### Clock wiring as the flow saved it, run 1

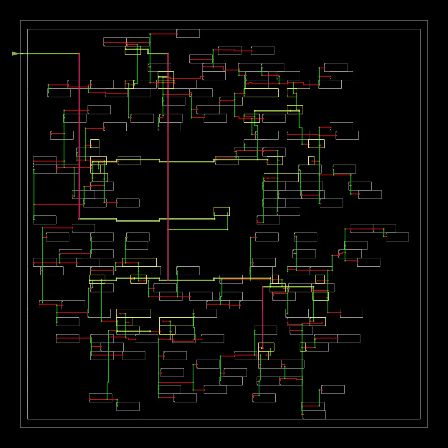
### Metal 3, run 1

Scale: 4 px per um. Cells faint in the background.
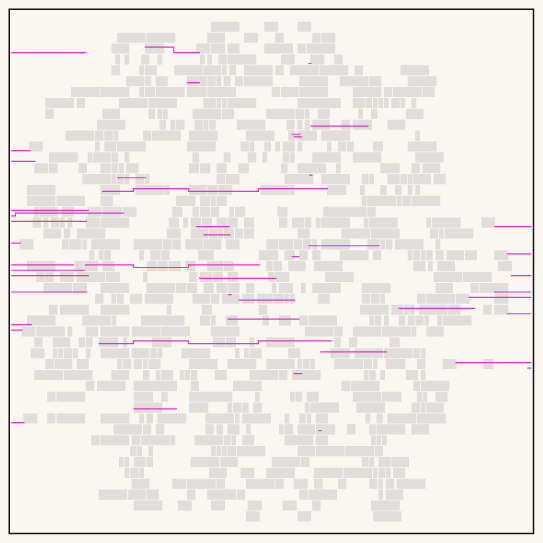
### Local utilization, run 1

Scale: 3 px per um. The die is cut into 13 by 13 equal tiles; white is low, dark blue is high, 0 to 100% covered.
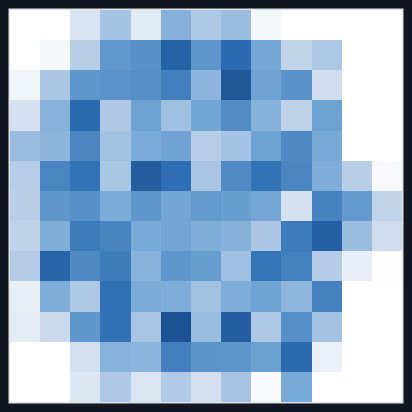
$ cat src/rtl/request_latch.sv
// request_latch: synchronise, debounce and latch car/hall buttons into pending elevator requests
module request_latch #(
   parameter int DEBOUNCE_CYCLES = 4,
   parameter int CNT_W           = 3
) (
   input  logic       clk,
   input  logic       rst,
   input  logic [5:0] btn_in,
   input  logic [9:0] btn_out,
   input  logic [2:0] onow,
   input  logic       door_open,
   input  logic       dir_up,
   output logic [5:0] input_in,
   output logic [9:0] input_out,
   output logic       any_req
);
   localparam int N = 16;
   logic [N-1:0]     raw, s1_q, s2_q, db_q, db_d, dly_q, arm_q, arm_d, rise, set_v, clr, req_q, req_d;
   logic [CNT_W-1:0] cnt_q [N];
   logic [CNT_W-1:0] cnt_d [N];
   logic [1:0]       rdy_q;
   logic             any_q;
   assign raw = {btn_out, btn_in};
   for (genvar l = 0; l < N; l++) begin : g_lane
      logic             diff, hit;
      logic [CNT_W-1:0] inc;
      assign diff     = s2_q[l] != db_q[l];
      assign inc      = cnt_q[l] + CNT_W'(1);
      assign hit      = diff && inc == CNT_W'(DEBOUNCE_CYCLES);
      assign cnt_d[l] = (diff && !hit) ? inc : '0;
      assign db_d[l]  = db_q[l] ^ hit;
   end
   // a lane may only set a request once its synchronised level has been seen low after reset,
   // so a button held through reset needs a release-and-press to register
   assign rise  = db_q & ~dly_q;
   assign arm_d = arm_q | ({N{rdy_q[1]}} & ~s2_q & ~db_q);
   assign set_v = rise & arm_q;
   // door open at a valid floor serves the car call and the hall call matching the travel direction
   always_comb begin
      clr = '0;
      if (door_open && onow <= 3'd5) begin
         clr[onow] = 1'b1;
         if (onow <= 3'd4 && (dir_up || onow == 3'd0)) clr[4'd6 + 4'(onow)] = 1'b1;
         if (onow >= 3'd1 && (!dir_up || onow == 3'd5)) clr[4'd10 + 4'(onow)] = 1'b1;
      end
   end
   assign req_d = (req_q | set_v) & ~clr;
   // all lane state plus the sticky request vector and its registered OR
   always_ff @(posedge clk) begin
      if (rst) begin
         s1_q  <= '0;
         s2_q  <= '0;
         db_q  <= '0;
         dly_q <= '0;
         arm_q <= '0;
         req_q <= '0;
         any_q <= 1'b0;
         rdy_q <= '0;
         cnt_q <= '{default: '0};
      end else begin
         s1_q  <= raw;
         s2_q  <= s1_q;
         db_q  <= db_d;
         dly_q <= db_q;
         arm_q <= arm_d;
         req_q <= req_d;
         any_q <= |req_d;
         rdy_q <= {rdy_q[0], 1'b1};
         cnt_q <= cnt_d;
      end
   end
   assign input_in  = req_q[5:0];
   assign input_out = req_q[15:6];
   assign any_req   = any_q;
endmodule
$ cat config.mk
export PLATFORM = sky130hd
export DESIGN_NAME = request_latch
export DESIGN_NICKNAME = d
export VERILOG_FILES = /design/src/rtl/request_latch.sv
export SDC_FILE = /design/constraint.sdc
export NUM_CORES = 1
export LEC_CHECK = 0
export CAP_MARGIN = 20
export CORE_MARGIN = 2
export CORE_UTILIZATION = 35
export CTS_BUF_LIST = sky130_fd_sc_hd__clkbuf_2 sky130_fd_sc_hd__clkbuf_4 sky130_fd_sc_hd__clkbuf_8
export CTS_CLUSTER_DIAMETER = 60
export DETAILED_ROUTE_END_ITERATION = 7
export PLACE_DENSITY = 0.56
export SYNTH_ARGS = -nofsm -noshare
export SYNTH_HDL_FRONTEND = slang
export SYNTH_SLANG_ARGS = --single-unit
$ cat constraint.sdc
create_clock -name clk -period 2.65 [get_ports clk]
set_input_delay 0.53 -clock clk [delete_from_list [all_inputs] [get_ports clk]]
set_output_delay 0.53 -clock clk [all_outputs]
set_load 0.05 [all_outputs]
==> out/results.txt, run 1 <==
number of antenna cells inserted: 0
clock tree root buffer cell: clkbuf_8
global-route wire length before repair: 18.06 mm
WP data arrival: 2600 ps
post-synth net total: 641
worst-path cell chain: clkdlybuf4s50_1 -> buf_4 -> nor2b_4 -> or4b_1 -> a311o_1 -> a211oi_2 -> a41oi_1
LEAKAGE: 3.024 nW
Top cells excl fill/tap: 147 x dfxtp_1, 78 x nor2_1, 53 x nand2_1
IO buf count: 39
worst r2r path cells: 5
endpoint kind of the worst setup timing path: register
Top Layer Used: met4
clock network area share: 0.06719
height of the die: 130.7 um
met2 demand-to-capacity share in global routing: 0.2172
sequential logic power: 2.29 mW
Clock Buffer Count: 19
post-synthesis instance area: 0.005617 mm2
final global-route overflow total: 0
Setup Total Neg Slack: 0 ps
count of routing violations after the opening detailed-route iteration: 165
post-CTS setup buffer count: 0
instance count along the most critical hold path: 1
predominant post-synthesis flop cell: dfxtp_1
number of failing hold endpoints at the final stage: 0
number of non-filler instances in the completed layout: 876
main area contributors: dfxtp_1 52%, ha_1 8.2%, nor2b_1 5.6%
run status: complete, no violations
Least-Margin Pin Slew: 762.8 ps
clock-pin slew of the registers on the worst-case setup and hold paths: 80 ps
non-clock inverter count: 12
Initial DRT Pass Iterations: 4
Notes on 'Clock wiring as the flow saved it' above:
clk latency late pin: 450 ps
number of CTS-inserted buffers: 17

Notes on 'Metal 3' above:
share of all routed wire: 5.5%
longest straight run: 26.9 um
wire length on this layer: 586 um
main direction: horizontal

Notes on 'Local utilization' above:
mean over tiles: 39%
emptiest ninth of the die: top right
fullest tile: 86%
tiles over 75% full: 5.9%
nearly empty tiles: 17%

--- run 2 (diff from run 1) ---
--- a/config.mk
+++ b/config.mk
@@ -5,7 +5,7 @@
 export SDC_FILE = /design/constraint.sdc
 export NUM_CORES = 1
 export LEC_CHECK = 0
-export CAP_MARGIN = 20
+export CAP_MARGIN = 15
 export CORE_MARGIN = 2
 export CORE_UTILIZATION = 35
 export CTS_BUF_LIST = sky130_fd_sc_hd__clkbuf_2 sky130_fd_sc_hd__clkbuf_4 sky130_fd_sc_hd__clkbuf_8
### Met1 routing, run 2

Scale: 2 px per um. Supply wires on this layer in grey.
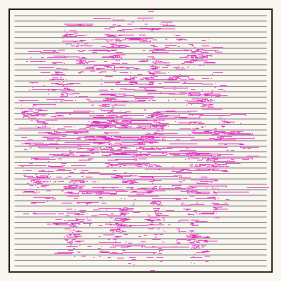
main direction: horizontal
share of all routed wire: 46%
longest straight run: 30.4 um

### Clock wiring as the flow saved it, run 2

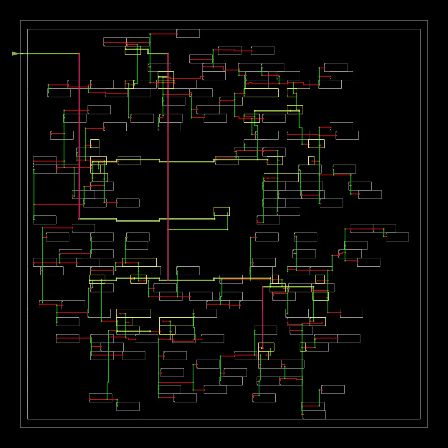
Clock Buffer Count: 19
count of clock tree sinks: 147

==> run 2 against run 1 <==
  * Count of clock-buffer cells in the layout unchanged
  * Clock power about the same
  * Register-to-register slack about the same
  * Critical endpoint unchanged
  * Largest power group unchanged
==> out/results.txt, run 2 <==
post-CTS setup buffer count: 0 (unchanged)
number of antenna cells inserted: 0 (unchanged)
clock-pin slew of the registers on the worst-case setup and hold paths: 80 ps (about the same)
count of routing violations after the opening detailed-route iteration: 165 (unchanged)
Top cells excl fill/tap: 147 x dfxtp_1, 78 x nor2_1, 53 x nand2_1
Setup Total Neg Slack: 0 ps (unchanged)
IO buf count: 39 (unchanged)
Initial DRT Pass Iterations: 4 (unchanged)
run status: complete, no violations
height of the die: 130.7 um (unchanged)
clock tree root buffer cell: clkbuf_8
post-synthesis instance area: 0.005617 mm2 (unchanged)
Least-Margin Pin Slew: 762.8 ps (unchanged)
instance count along the most critical hold path: 1 (unchanged)
post-synth net total: 641 (unchanged)
number of non-filler instances in the completed layout: 876 (unchanged)
predominant post-synthesis flop cell: dfxtp_1
WP data arrival: 2600 ps (about the same)
worst-path cell chain: clkdlybuf4s50_1 -> buf_4 -> nor2b_4 -> or4b_1 -> a311o_1 -> a211oi_2 -> a41oi_1
number of CTS-inserted buffers: 17 (unchanged)
global-route wire length before repair: 18.06 mm (unchanged)
non-clock inverter count: 12 (unchanged)
No activity file was given, so power comes from the tool's default toggle rates.
